File: src/rtl/demux_reg_bank_pkg.sv
// rtl/demux_reg_bank_pkg.sv - shared widths, scan FSM states and last-index constant
package demux_reg_bank_pkg;

  localparam int DEF_W    = 2;
  localparam int DEF_N    = 3;
  localparam int DEF_CW   = 4;
  localparam int LAST_IDX = DEF_N - 1;

  typedef enum logic {
    IDLE = 1'b0,
    SCAN = 1'b1
  } scan_state_e;

endpackage

File: src/rtl/demux_reg_bank_if.sv
// rtl/demux_reg_bank_if.sv - write, error and readback-scan signals of the register bank
interface demux_reg_bank_if
  import demux_reg_bank_pkg::*;
#(
  parameter int W  = DEF_W,
  parameter int CW = DEF_CW
) ();

  logic [W-1:0]  idata;
  logic [1:0]    sel;
  logic          we;
  logic [W-1:0]  y0;
  logic [W-1:0]  y1;
  logic [W-1:0]  y2;
  logic          err;
  logic [CW-1:0] err_cnt;
  logic          err_clr;
  logic          scan_start;
  logic          scan_valid;
  logic          scan_ready;
  logic [1:0]    scan_idx;
  logic [W-1:0]  scan_data;
  logic          scan_last;
  logic          scan_busy;

  modport master (
    output idata, sel, we, err_clr, scan_start, scan_ready,
    input  y0, y1, y2, err, err_cnt, scan_valid, scan_idx, scan_data, scan_last, scan_busy
  );

  modport slave (
    input  idata, sel, we, err_clr, scan_start, scan_ready,
    output y0, y1, y2, err, err_cnt, scan_valid, scan_idx, scan_data, scan_last, scan_busy
  );

endinterface

File: src/rtl/bank_scan_fsm.sv
// rtl/bank_scan_fsm.sv - readback scanner: walks the bank once per start with registered beats
module bank_scan_fsm
  import demux_reg_bank_pkg::*;
#(
  parameter int W = DEF_W,
  parameter int N = DEF_N
) (
  input  logic         clk,
  input  logic         rst,
  input  logic [W-1:0] bank [N],
  input  logic         we,
  input  logic [1:0]   sel,
  input  logic [W-1:0] idata,
  input  logic         scan_start,
  input  logic         scan_ready,
  output logic         scan_valid,
  output logic [1:0]   scan_idx,
  output logic [W-1:0] scan_data,
  output logic         scan_last,
  output logic         scan_busy
);

  localparam logic [1:0] LAST = 2'(LAST_IDX);

  scan_state_e  state;
  logic [1:0]   next_idx;
  logic [W-1:0] next_snap;

  // A write landing on the same edge as the snapshot load wins over the stale bank value.
  always_comb begin
    next_idx  = (state == IDLE) ? 2'd0 : scan_idx + 2'd1;
    next_snap = '0;
    for (int i = 0; i < N; i++) begin
      if (next_idx == 2'(i)) begin
        next_snap = (we && sel == 2'(i)) ? idata : bank[i];
      end
    end
  end

  always_ff @(posedge clk or posedge rst) begin
    if (rst) begin
      state      <= IDLE;
      scan_valid <= 1'b0;
      scan_busy  <= 1'b0;
      scan_idx   <= '0;
      scan_data  <= '0;
      scan_last  <= 1'b0;
    end else begin
      case (state)
        IDLE: begin
          if (scan_start) begin
            state      <= SCAN;
            scan_valid <= 1'b1;
            scan_busy  <= 1'b1;
            scan_idx   <= next_idx;
            scan_data  <= next_snap;
            scan_last  <= (next_idx == LAST);
          end
        end
        SCAN: begin
          if (scan_ready) begin
            if (scan_idx == LAST) begin
              state      <= IDLE;
              scan_valid <= 1'b0;
              scan_busy  <= 1'b0;
              scan_idx   <= '0;
              scan_last  <= 1'b0;
            end else begin
              scan_idx   <= next_idx;
              scan_data  <= next_snap;
              scan_last  <= (next_idx == LAST);
            end
          end
        end
        default: state <= IDLE;
      endcase
    end
  end

endmodule

File: src/rtl/demux_reg_bank.sv
// rtl/demux_reg_bank.sv - 1-to-3 registered demux with saturating illegal-write counter and scan port
module demux_reg_bank
  import demux_reg_bank_pkg::*;
#(
  parameter int W  = DEF_W,
  parameter int N  = DEF_N,
  parameter int CW = DEF_CW
) (
  input logic             clk,
  input logic             rst,
  demux_reg_bank_if.slave bus
);

  localparam logic [1:0] LAST = 2'(LAST_IDX);

  logic [W-1:0] bank [N];
  logic         illegal;

  assign illegal = bus.we && (bus.sel > LAST);

  always_ff @(posedge clk or posedge rst) begin
    if (rst) begin
      for (int i = 0; i < N; i++) bank[i] <= '0;
    end else begin
      for (int i = 0; i < N; i++) begin
        if (bus.we && bus.sel == 2'(i)) bank[i] <= bus.idata;
      end
    end
  end

  // Clear is applied before the increment when both land on one edge.
  always_ff @(posedge clk or posedge rst) begin
    if (rst) begin
      bus.err     <= 1'b0;
      bus.err_cnt <= '0;
    end else if (illegal) begin
      bus.err <= 1'b1;
      if (bus.err_clr)
        bus.err_cnt <= CW'(1);
      else if (bus.err_cnt != {CW{1'b1}})
        bus.err_cnt <= bus.err_cnt + CW'(1);
    end else if (bus.err_clr) begin
      bus.err     <= 1'b0;
      bus.err_cnt <= '0;
    end
  end

  assign bus.y0 = bank[0];
  assign bus.y1 = bank[1];
  assign bus.y2 = bank[2];

  bank_scan_fsm #(
    .W (W),
    .N (N)
  ) u_scan (
    .clk        (clk),
    .rst        (rst),
    .bank       (bank),
    .we         (bus.we),
    .sel        (bus.sel),
    .idata      (bus.idata),
    .scan_start (bus.scan_start),
    .scan_ready (bus.scan_ready),
    .scan_valid (bus.scan_valid),
    .scan_idx   (bus.scan_idx),
    .scan_data  (bus.scan_data),
    .scan_last  (bus.scan_last),
    .scan_busy  (bus.scan_busy)
  );

endmodule

File: src/flat_wrapper.sv
// flat-port wrapper written by rule: the top's interface ports become plain ports
module demux_reg_bank_flat import demux_reg_bank_pkg::*;
#(
  parameter int W  = DEF_W,
  parameter int N  = DEF_N,
  parameter int CW = DEF_CW
)
  (clk, rst, bus_idata, bus_sel, bus_we, bus_err_clr, bus_scan_start, bus_scan_ready, bus_y0, bus_y1, bus_y2, bus_err, bus_err_cnt, bus_scan_valid, bus_scan_idx, bus_scan_data, bus_scan_last, bus_scan_busy);
  demux_reg_bank_if #(.W(W), .CW(CW)) bus_i ();
  input logic clk;
  input logic rst;
  input wire logic [$bits(bus_i.idata)-1:0] bus_idata;
  input wire logic [$bits(bus_i.sel)-1:0] bus_sel;
  input wire logic [$bits(bus_i.we)-1:0] bus_we;
  input wire logic [$bits(bus_i.err_clr)-1:0] bus_err_clr;
  input wire logic [$bits(bus_i.scan_start)-1:0] bus_scan_start;
  input wire logic [$bits(bus_i.scan_ready)-1:0] bus_scan_ready;
  output wire logic [$bits(bus_i.y0)-1:0] bus_y0;
  output wire logic [$bits(bus_i.y1)-1:0] bus_y1;
  output wire logic [$bits(bus_i.y2)-1:0] bus_y2;
  output wire logic [$bits(bus_i.err)-1:0] bus_err;
  output wire logic [$bits(bus_i.err_cnt)-1:0] bus_err_cnt;
  output wire logic [$bits(bus_i.scan_valid)-1:0] bus_scan_valid;
  output wire logic [$bits(bus_i.scan_idx)-1:0] bus_scan_idx;
  output wire logic [$bits(bus_i.scan_data)-1:0] bus_scan_data;
  output wire logic [$bits(bus_i.scan_last)-1:0] bus_scan_last;
  output wire logic [$bits(bus_i.scan_busy)-1:0] bus_scan_busy;
  assign bus_i.idata = bus_idata;
  assign bus_i.sel = bus_sel;
  assign bus_i.we = bus_we;
  assign bus_i.err_clr = bus_err_clr;
  assign bus_i.scan_start = bus_scan_start;
  assign bus_i.scan_ready = bus_scan_ready;
  assign bus_y0 = bus_i.y0;
  assign bus_y1 = bus_i.y1;
  assign bus_y2 = bus_i.y2;
  assign bus_err = bus_i.err;
  assign bus_err_cnt = bus_i.err_cnt;
  assign bus_scan_valid = bus_i.scan_valid;
  assign bus_scan_idx = bus_i.scan_idx;
  assign bus_scan_data = bus_i.scan_data;
  assign bus_scan_last = bus_i.scan_last;
  assign bus_scan_busy = bus_i.scan_busy;
  demux_reg_bank #(.W(W), .N(N), .CW(CW)) u_core (.clk(clk), .rst(rst), .bus(bus_i));
endmodule
File: config.mk
export PLATFORM = sky130hd
export DESIGN_NAME = demux_reg_bank_flat
export DESIGN_NICKNAME = d
export VERILOG_FILES = /design/src/rtl/demux_reg_bank_pkg.sv /design/src/rtl/demux_reg_bank_if.sv /design/src/rtl/bank_scan_fsm.sv /design/src/rtl/demux_reg_bank.sv /design/src/flat_wrapper.sv
export SDC_FILE = /design/constraint.sdc
export NUM_CORES = 1
export LEC_CHECK = 0
export CAP_MARGIN = 10
export CORE_AREA = 4 4 57 59
export DETAILED_ROUTE_END_ITERATION = 10
export DIE_AREA = 0 0 61 63
export DONT_BUFFER_PORTS = 1
export PLACE_DENSITY_LB_ADDON = 0.2
export SLEW_MARGIN = 20
export SYNTH_ARGS = -nofsm -noshare
export SYNTH_HDL_FRONTEND = slang
export SYNTH_SLANG_ARGS = --single-unit
File: constraint.sdc
create_clock -name clk -period 1.5 [get_ports clk]
set_input_delay 0.15 -clock clk [delete_from_list [all_inputs] [get_ports clk]]
set_output_delay 0.15 -clock clk [all_outputs]
set_load 0.05 [all_outputs]
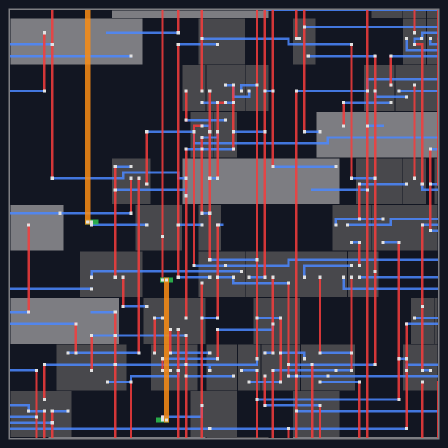
(images/detail.png)
Region (18, 19) to (43, 44) um. Cells in grey, sequential cells in the stronger grey; small squares are vias.
| colour | layer |
|---|---|
| red | metal 2 |
| blue | metal 1 |
| orange | metal 4 |
| green | metal 3 |
most frequent: nand2_1 (5), buf_4 (4)
sequential cells in the window: 4
cells with their middle in the window: 37

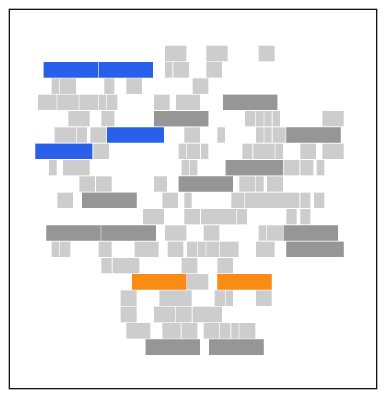
(images/flops_by_reg.png)
Drawn at 6 px/um. Other sequential cells in the stronger grey, the rest of the logic in the fainter grey.
| colour | name in the netlist | flops |
|---|---|---|
| orange | u_core.bus.y1 | 2 |
| blue | u_core.bus.err_cnt | 4 |
not coloured: 12

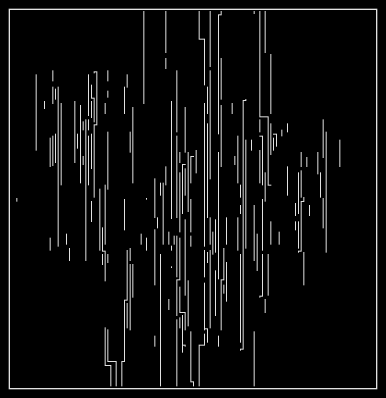
(images/layer_met2.png)
Drawn at 6 px/um.
nets with wire on the layer: 116
wire length on this layer: 1,150 um
longest straight run: 41.5 um
main direction: vertical
share of all routed wire: 50%
met2 GRT Util: 20.9%
WL final: 2.29 mm
via count: 782

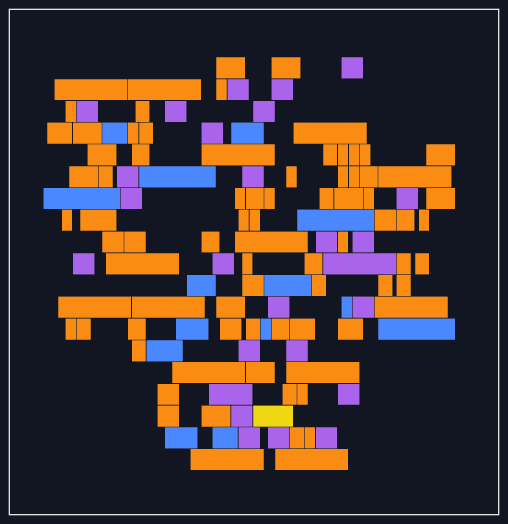
(images/sizes.png)
Drawn at 8 px/um.
| colour | size | cells | share |
|---|---|---|---|
| blue | _2 cells | 14 | 12% |
| purple | _3 and _4 cells | 26 | 21% |
| orange | _0 and _1 cells | 80 | 66% |
| yellow | _6 and larger | 1 | 0.83% |
Final Worst Setup Slack: 8.57 ps
Synth-to-Final Area Change: 31.2%

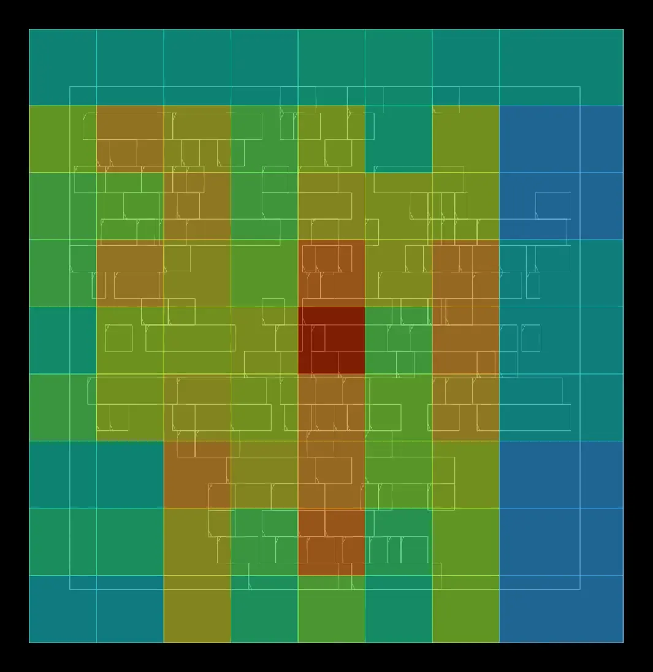
(images/congestion.png)
WL/cell: 15.0 um
met3 Usage GRT: 3.93%
met1 Use GR: 15.8%
gr usage total: 13.2%

==> results.sh <==
# yosys + openroad results
export IMPL_ys_warn_count=0
export IMPL_crit_path_max_incr_delay_ps=440
export IMPL_status="finished clean"
export IMPL_min_delay_start="bus_scan_ready"
export IMPL_hold_viol_final=0
export IMPL_power_leakage_uw=0.000567
export IMPL_synth_adder_area_share_pct=2.67
export IMPL_cts_tree="built"
export IMPL_clk_insertion_delay_late_ps=300
export IMPL_cpLargestDelayFamily="AND-OR/OR-AND gates"
export IMPL_io_buffer_count=0
export IMPL_drt_iter0_drc=21
export IMPL_critPathKind="reg2reg"
export IMPL_synth_nets=105
export IMPL_ctsHtreeMaxLevel=1
export IMPL_crit_chain="ha_4 -> inv_2 -> and4_1 -> o41ai_2 -> a31oi_1"
export IMPL_dieWidth_um=61
export IMPL_core_area_um2=2710
export IMPL_setup_viol=0
export IMPL_hold_class="in2reg"
export IMPL_ios=28
export IMPL_die_h_um=63
export IMPL_r2r_start="u_core.u_scan.scan_idx[1]$_DFFE_PP0P_"
export IMPL_rsz0062_at_grt="true"
export IMPL_drt_vias_per_instance=5.14
export IMPL_finClkSkew_ps=2.34
export IMPL_dr_pass1_iters=4
export IMPL_final_common_cell="buf_4"
export IMPL_vdd_drop_max_uv=1190
export IMPL_ys_cells=93
export IMPL_xor_area_share_pct=0.933
export IMPL_path_clk_slew_ps=120
export IMPL_synth_area_leader_cell="dfrtp_1"
export IMPL_critical_path_required_ps=1690
export IMPL_ys_seq_share_pct=48.0
export IMPL_row_count=19
export IMPL_mux_area_share_pct=6.13
export IMPL_top_cell_area_share_pct=48.0
export IMPL_synth_cell_type_count=35
export IMPL_yosys_area_share_aoi_pct=15.2
export IMPL_worstPathArrival_ps=1680
export IMPL_final_cell_area_um2=1230
export IMPL_slew_headroom_pct=68.4
export IMPL_fin_crit_sh_pct=99.4
export IMPL_antenna_cells=0
export IMPL_postPlaceCellArea_um2=1110
final cells by class:
| cell class | instances | area (um2) |
|---|---|---|
| Sequential cell | 18 | 455 |
| Clock buffer | 4 | 36.3 |
| Multi-Input combinational cell | 65 | 457 |
| Fill cell | 271 | 1480 |
| Timing Repair Buffer | 27 | 218 |
| Inverter | 7 | 26.3 |
| Tap cell | 31 | 38.8 |
Yosys cell counts (2+ instances only):
cell	number
dfrtp_1	18
nand2_1	10
inv_1	7
o21ai_0	7
nor2_1	6
nand3_1	4
nand3b_1	4
a21oi_1	2
a31oi_1	2
and4_1	2
buf_2	2
ha_1	2
mux2_2	2
mux2i_1	2
nand2b_1	2
nor3_1	2
worst reg2reg max path, stage by stage (launching register included):
cell and delay, ps:
dfrtp_2 440, ha_4 300, inv_2 40, and4_1 150, o41ai_2 330, a31oi_1 120
report_power, final:
| part | leakage (uW) | internal (uW) | switching (uW) |
|---|---|---|---|
| combinational | 0.000325 | 494 | 815 |
| clock | 0.0000210 | 148 | 171 |
| sequential | 0.000220 | 616 | 144 |
state kept, by name (all words and copies together) (netlist names):
name	cells
u_core.bus.err	1
u_core.bus.err_cnt	4
u_core.bus.y0	2
u_core.bus.y1	2
u_core.bus.y2	2
u_core.u_scan.scan_busy	1
u_core.u_scan.scan_data	2
u_core.u_scan.scan_idx	2
u_core.u_scan.scan_last	1
u_core.u_scan.state	1
per-stage QoR:
step                      setup slack [ps]  power (uW)
after floorplan                       -205        1700
after global placement                36.3        1950
after detailed placement             -1.95        1960
after CTS                            -19.8        2360
after global routing                 -20.0        2520
final                                 8.57        2390
per-layer routing:
metal | GRT usage, % | vias up | wire length, um
li1 | - | 392 | -
met1 | 15.8 | 371 | 988
met2 | 20.9 | 15 | 1150
met3 | 3.93 | 4 | 119
met4 | 6.78 | 0 | 27
met5 | 0 | - | 0
cells by family (layout without fill, tap and decap cells):
group,after synthesis,count (layout)
AND-OR/OR-AND,20,20
flip-flops,18,18
buffers and inverters,10,38
XOR/XNOR,1,1
adder cells (fa/ha/maj),2,2
multiplexers,5,5
AND/OR/NAND/NOR,37,37
timing repair:
| item | in CTS | in global routing |
|---|---|---|
| hold buffers | 4 | 2 |
| hold endpoints to repair | 24 | 2 |
| setup buffers | 2 | 1 |
| pin swaps | 3 | 4 |
| setup endpoints to repair | 1 | 2 |
worst paths after layout:
| kind | to | slack (ps) | cells after the start |
|---|---|---|---|
| worst max-delay path | u_core.u_scan.scan_data[1]$_DFFE_PP0P_ | 9 | 5 |
| worst min-delay path | u_core.u_scan.scan_busy$_DFFE_PP0P_ | 20 | 3 |
| worst max register to register | u_core.u_scan.scan_data[1]$_DFFE_PP0P_ | 9 | 5 |
| worst min register to register | u_core.bus.y1[0]$_DFF_PP0_ | 550 | 1 |
| max in group asynchronous | u_core.u_scan.scan_idx[0]$_DFFE_PP0P_ | 990 | 3 |
| min in group asynchronous | u_core.bus.err_cnt[3]$_DFFE_PP0P_ | 290 | 3 |
Power is estimated from default activity; no workload was simulated.
